Fig. 1: signal wires by layer
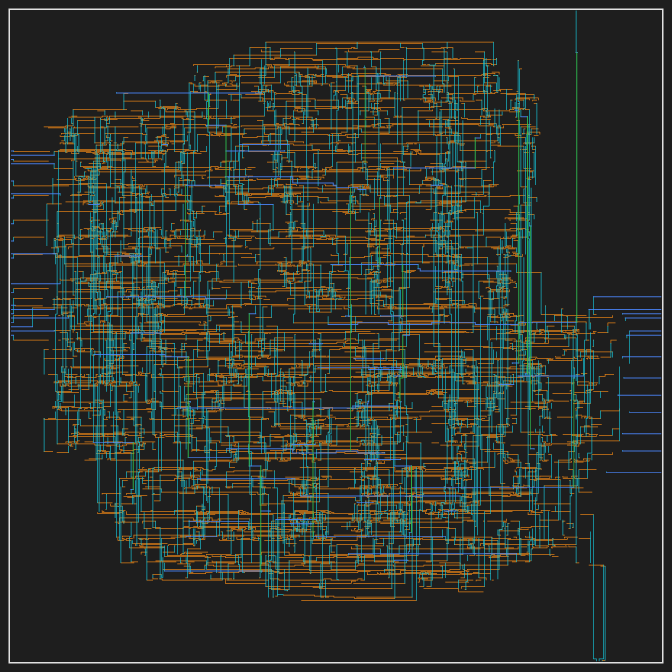
Fig. 2: cell placement
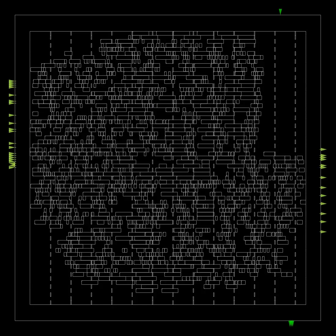
Fig. 3: placement by cell class
Fill, decap, tap and diode cells in grey.
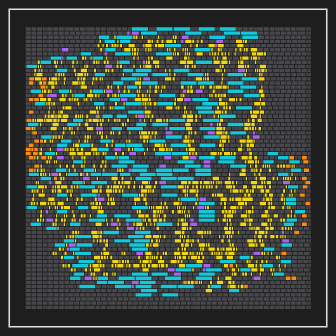
Fig. 4: wires at chosen ports, followed through buffers
The bar under the picture is 50 microns long.
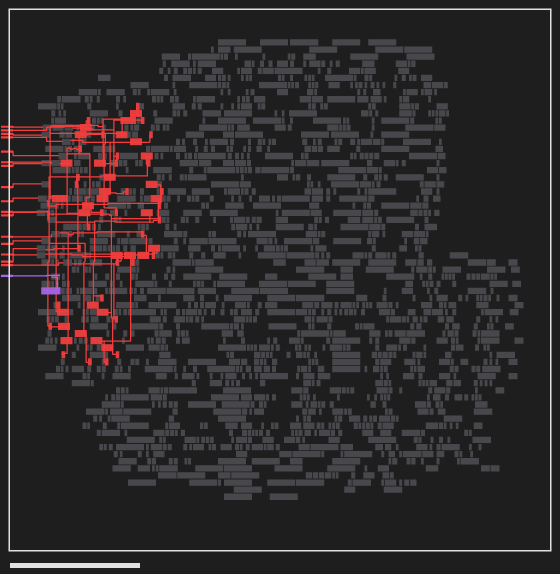
Fig. 5: cells by drive strength
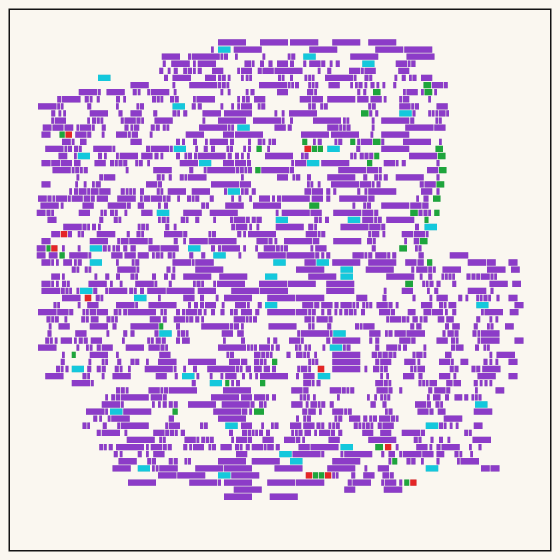
===== config.mk =====
export PLATFORM = sky130hd
export DESIGN_NAME = section_min_max_span
export DESIGN_NICKNAME = d
export VERILOG_FILES = /design/src/rtl/section_min_max_span_pkg.sv /design/src/rtl/section_min_max.sv /design/src/rtl/section_min_max_span.sv
export SDC_FILE = /design/constraint.sdc
export NUM_CORES = 1
export LEC_CHECK = 0
export ABC_AREA = 1
export CORE_MARGIN = 10
export CORE_UTILIZATION = 37
export CTS_BUF_LIST = sky130_fd_sc_hd__clkbuf_8
export DETAILED_ROUTE_END_ITERATION = 10
export GPL_ROUTABILITY_DRIVEN = 0
export PLACE_DENSITY = 0.53
export SLEW_MARGIN = 20
export SYNTH_ARGS = -nofsm -noshare
export SYNTH_HDL_FRONTEND = slang
export SYNTH_SLANG_ARGS = --single-unit

===== constraint.sdc =====
create_clock -name clk -period 25.6 [get_ports clk]
set_input_delay 3.84 -clock clk [delete_from_list [all_inputs] [get_ports clk]]
set_output_delay 3.84 -clock clk [all_outputs]
set_load 0.03 [all_outputs]

===== src/rtl/section_min_max_span_pkg.sv =====
// Shared helpers for the section min/max span pipeline.
package section_min_max_span_pkg;

   // Index width that stays at least one bit wide, even for single-entry structures.
   function automatic int unsigned idx_width(input int unsigned n);
      return (n > 1) ? $clog2(n) : 1;
   endfunction

endpackage


===== src/rtl/section_min_max.sv =====
// Section stage: folds sample_count accepted samples into one registered min/max pair
// and offers it downstream with a valid/ready handshake.
module section_min_max
   import section_min_max_span_pkg::*;
#(
   parameter int unsigned width        = 16,
   parameter int unsigned sample_count = 4
) (
   input  logic             clk,
   input  logic             reset,
   input  logic             i_valid,
   output logic             i_ready,
   input  logic [width-1:0] i_value,
   output logic             o_valid,
   input  logic             o_ready,
   output logic [width-1:0] o_min_value,
   output logic [width-1:0] o_max_value
);

   localparam int unsigned CntW = idx_width(sample_count);

   logic [CntW-1:0]  cnt_q, cnt_d;
   logic [width-1:0] run_min_q, run_min_d, run_max_q, run_max_d;
   logic [width-1:0] sec_min_q, sec_min_d, sec_max_q, sec_max_d;
   logic             sec_valid_q, sec_valid_d;
   logic             accept, last, take;

   // A pending section blocks new samples until the buffer stage takes it.
   assign i_ready = !reset && (!sec_valid_q || o_ready);
   assign accept  = i_valid && i_ready;
   assign take    = sec_valid_q && o_ready;
   assign last    = (cnt_q == CntW'(sample_count - 1));

   always_comb begin
      cnt_d       = cnt_q;
      run_min_d   = run_min_q;
      run_max_d   = run_max_q;
      sec_min_d   = sec_min_q;
      sec_max_d   = sec_max_q;
      sec_valid_d = sec_valid_q;
      if (take) sec_valid_d = 1'b0;
      if (accept) begin
         if (cnt_q == '0) begin
            run_min_d = i_value;
            run_max_d = i_value;
         end else begin
            if (i_value < run_min_q) run_min_d = i_value;
            if (i_value > run_max_q) run_max_d = i_value;
         end
         if (last) begin
            cnt_d       = '0;
            sec_valid_d = 1'b1;
            sec_min_d   = run_min_d;
            sec_max_d   = run_max_d;
         end else begin
            cnt_d = cnt_q + CntW'(1);
         end
      end
   end

   always_ff @(posedge clk) begin
      if (reset) begin
         cnt_q       <= '0;
         run_min_q   <= '0;
         run_max_q   <= '0;
         sec_min_q   <= '0;
         sec_max_q   <= '0;
         sec_valid_q <= 1'b0;
      end else begin
         cnt_q       <= cnt_d;
         run_min_q   <= run_min_d;
         run_max_q   <= run_max_d;
         sec_min_q   <= sec_min_d;
         sec_max_q   <= sec_max_d;
         sec_valid_q <= sec_valid_d;
      end
   end

   assign o_valid     = sec_valid_q;
   assign o_min_value = sec_min_q;
   assign o_max_value = sec_max_q;

endmodule


===== src/rtl/section_min_max_span.sv =====
// Span (max - min) over the last buffer_depth sections, kept in a ring of per-section
// min/max pairs and published through a registered valid/ready output.
module section_min_max_span
   import section_min_max_span_pkg::*;
#(
   parameter int unsigned width        = 16,
   parameter int unsigned sample_count = 4,
   parameter int unsigned buffer_depth = 4
) (
   input  logic             clk,
   input  logic             reset,
   input  logic             i_valid,
   output logic             i_ready,
   input  logic [width-1:0] i_value,
   output logic             o_valid,
   input  logic             o_ready,
   output logic [width-1:0] o_value
);

   localparam int unsigned PtrW = idx_width(buffer_depth);
   localparam int unsigned OccW = idx_width(buffer_depth + 1);

   logic             sec_valid, sec_ready, take;
   logic [width-1:0] sec_min, sec_max;
   logic [width-1:0] slot_min_q [buffer_depth];
   logic [width-1:0] slot_max_q [buffer_depth];
   logic [PtrW-1:0]  wr_ptr_q, wr_ptr_d;
   logic [OccW-1:0]  occ_q, occ_d;
   logic [width-1:0] span_min, span_max;
   logic [width-1:0] o_value_q, o_value_d;
   logic             o_valid_q, o_valid_d;

   section_min_max #(
      .width       (width),
      .sample_count(sample_count)
   ) u_section (
      .clk        (clk),
      .reset      (reset),
      .i_valid    (i_valid),
      .i_ready    (i_ready),
      .i_value    (i_value),
      .o_valid    (sec_valid),
      .o_ready    (sec_ready),
      .o_min_value(sec_min),
      .o_max_value(sec_max)
   );

   assign sec_ready = !o_valid_q || o_ready;
   assign take      = sec_valid && sec_ready;

   // The slot under the write pointer is either empty or the oldest entry being
   // evicted, so the incoming section stands in for it.
   always_comb begin
      span_min = sec_min;
      span_max = sec_max;
      for (int unsigned i = 0; i < buffer_depth; i++) begin
         if ((OccW'(i) < occ_q) && (PtrW'(i) != wr_ptr_q)) begin
            if (slot_min_q[i] < span_min) span_min = slot_min_q[i];
            if (slot_max_q[i] > span_max) span_max = slot_max_q[i];
         end
      end
   end

   always_comb begin
      wr_ptr_d  = wr_ptr_q;
      occ_d     = occ_q;
      o_value_d = o_value_q;
      o_valid_d = o_valid_q && !o_ready;
      if (take) begin
         wr_ptr_d  = (wr_ptr_q == PtrW'(buffer_depth - 1)) ? '0 : wr_ptr_q + PtrW'(1);
         occ_d     = (occ_q == OccW'(buffer_depth)) ? occ_q : occ_q + OccW'(1);
         o_value_d = span_max - span_min;
         o_valid_d = 1'b1;
      end
   end

   always_ff @(posedge clk) begin
      if (reset) begin
         wr_ptr_q  <= '0;
         occ_q     <= '0;
         o_value_q <= '0;
         o_valid_q <= 1'b0;
      end else begin
         wr_ptr_q  <= wr_ptr_d;
         occ_q     <= occ_d;
         o_value_q <= o_value_d;
         o_valid_q <= o_valid_d;
      end
   end

   always_ff @(posedge clk) begin
      if (take) begin
         slot_min_q[wr_ptr_q] <= sec_min;
         slot_max_q[wr_ptr_q] <= sec_max;
      end
   end

   assign o_valid = o_valid_q;
   assign o_value = o_value_q;

endmodule


==> results.toml <==
# synthesis and place-and-route metrics
[clock_network]
cts_root_buf = "clkbuf_8"
cts_tree = "yes"
hold_buffers = 0
clk_pin_slew_worst_paths_ns = 0.06
postCtsSetupBuffers = 0
numCtsBuffers = 41
worstSkewPairLatency_ns = 0.56
cts_resized = 0

[detailed_routing]
drc_errors = 0
routed_wl_microns = 31600
drtAntennaViolNets = 0
vias = 9922
drtIter0Drc = 609
dr.pass1.iters = 5
routed.top_layer = "met4"
wl_met2_microns = 13200

[floorplanning]
ioPinCount = 38
fp-row-count = 68
die_area_sq_um = 42800
fp-utilization = 0.374
die_y_microns = 207
core_sq_um = 34500

[setup_path]
crit_fanout = 32
r2r_cells = 54
crit_path_start_kind = "flop"
cp_top_family = "AND-OR/OR-AND gates"
endpoint_kind = "flop"
crit_cells = 54
crit_path_end = "o_value[15]$_SDFFE_PP0P_"
critical_path.n_buffers_inverters = 5
crit_type = "reg2reg"
slowest_delay_ns = 0.62
worst_r2r_endpoint = "o_value[15]$_SDFFE_PP0P_"
reg2reg_slack_ns = 14.53
worstPathRequired_ns = 26.06
cp.arrival_ns = 11.52

[yosys]
numSynthFlops = 217
ys_chip_area_sq_um = 12900
yosys_cells = 1500
syn_area_sq_um = 12900
synth_cell_types = 41
synthCells = 1500
syn_nets = 1696
ys_warn_count = 0
synth_area_per_cell_sq_um = 8.62

[finish]
finalNetCount = 1732
design_area_sq_um = 14500
clkCellAreaFrac = 0.0523
comb_area_frac = 0.443
seq_area_sq_um = 5630
syn_to_final_growth_pct = 11.9
buffers = 45
fillCellCount = 3530
multi_input_comb_cells = 1050
top_area_cell_class = "combinational gates"
lay_top_count = "nand2_1"
drive_above_1_share = 0.0626
combGateArea_sq_um = 6410
buf_share = 0.0294
final_cell_mix = "319 x nand2_1, 226 x o21ai_0, 196 x inv_1, 175 x ha_1, 128 x edfxtp_1"
nFlopsAndLatches = 217
inv_count = 181
reg_top3 = "slot_max_q (64), slot_min_q (64)"
antennaDiodeCount = 0

[place]
dp_cells = 1948
place_area_sq_um = 13700
dpl_worst_slack_ns = 14.64
port_buffers = 37

[flow_run]
warning_count = 31
maxCapViolations = 0

[final_timing]
slew_headroom = 0.370
tns_ns = 0
rsz0062_at_grt = "no"
fin_crit_ns = 11.07
setup_viol = 0
finalWorstSetupSlack_ns = 14.53
worst_pin_slew_ns = 0.943
clock.fmax_mhz = 90.3
hold_ws_ns = 0.480
drv_slew = 0
period_used_share = 0.432
finalHoldViolCount = 0
fin_worst_skew_ns = 0.0250

[global_routing]
use_met2 = 0.225
grt_pass1_vias = 9363
grt_max_degree = 66
top_usage_layer = "met2"
antenna_found_initial = 0
use_met3 = 0.0298
grt_usage = 0.150
grtUsageMet1 = 0.211
grt-ovfl-total = 0

[worst_hold_path]
holdPathEnd = "o_valid$_SDFF_PP0_"
worstHoldStart = "u_section.o_valid$_SDFF_PP0_"
min_path_type = "reg2reg"
hold_path_depth = 2

[status]
status = "completed"

[power]
power_density_nw_per_um2 = 53.1
power.leakage_nw = 6.62
## Picture notes: Fig. 1
| layer | colour | wire length |
|---|---|---|
| metal 1 | orange | 16200 microns |
| metal 4 | green | 793 microns |
| metal 2 | cyan | 13200 microns |
| metal 3 | blue | 1360 microns |

## Picture notes: Fig. 2
tap cells: 455
Core Util, Final: 0.419
Post-Layout Cell Count: 2021
sequential cell area share: 0.389

## Picture notes: Fig. 3
| class | colour | cells | share of their area |
|---|---|---|---|
| other buffers and delay cells | orange | 45 | 3.1% |
| clock drivers and dummy loads | purple | 73 | 5.4% |
| flops | cyan | 217 | 40% |
| combinational and other logic | yellow | 1231 | 51% |

## Picture notes: Fig. 4
| port | colour | bits | direction | edge | end cells | buffers | wire |
|---|---|---|---|---|---|---|---|
| i_value | red | 16 | input | west | 63 | 16 | 1410 microns |
| o_valid | purple | 1 | output | west | 1 | 1 | 26.9 microns |

## Picture notes: Fig. 5
| size | colour | cells | share |
|---|---|---|---|
| _6 and larger | cyan | 47 | 3.0% |
| _2 cells | green | 41 | 2.6% |
| _0 and _1 cells | purple | 1468 | 94% |
| _3 and _4 cells | red | 10 | 0.64% |

## logic make-up (layout without fill, tap and decap cells)
kind of cell	count (synthesis)	in the layout	share of synthesized area
adder cells (fa/ha/maj)	176	176	0.171
buffers and inverters	233	299	0.0701
AND/OR/NAND/NOR	459	459	0.145
AND-OR/OR-AND	401	401	0.169
flip-flops	217	217	0.435
XOR/XNOR	14	14	0.00949
## power breakdown
| part | internal (mW) | total (mW) | switching [mW] |
|---|---|---|---|
| sequential | 0.373 | 0.377 | 0.00313 |
| clock | 0.167 | 0.316 | 0.149 |
| combinational | 0.0273 | 0.0750 | 0.0477 |
## synthesized netlist by cell type, drive strengths merged
| master | instances | area, sq um |
|---|---|---|
| ha | 175 | 2190 |
| xor2 | 11 | 96.3 |
| a21oi | 112 | 564 |
| dfxtp | 89 | 1780 |
| and3 | 1 | 6.26 |
| nor2 | 64 | 245 |
| edfxtp | 128 | 3840 |
| nor3 | 3 | 15.0 |
| nand3 | 31 | 155 |
| a21boi | 1 | 7.51 |
| nand4 | 17 | 106 |
| and2 | 1 | 6.26 |
| o21bai | 7 | 52.6 |
| nand2 | 332 | 1270 |
| nor4 | 4 | 25.0 |
| buf | 15 | 87.6 |
| o2111ai | 2 | 17.5 |
| inv | 180 | 676 |
| a211oi | 13 | 97.6 |
| o21ai | 248 | 1290 |
| clkbuf | 37 | 139 |
| o221ai | 3 | 26.3 |
| a221oi | 2 | 17.5 |
| xnor2 | 3 | 26.3 |
| clkinv | 1 | 3.75 |
| a31oi | 1 | 6.26 |
| o211ai | 3 | 22.5 |
| nand3b | 6 | 45.0 |
| a41oi | 2 | 17.5 |
| fa | 1 | 20.0 |
| o31a | 1 | 8.76 |
| a21o | 3 | 22.5 |
| o21a | 1 | 7.51 |
| o221a | 2 | 22.5 |
Power and IR drop assume default switching activity.
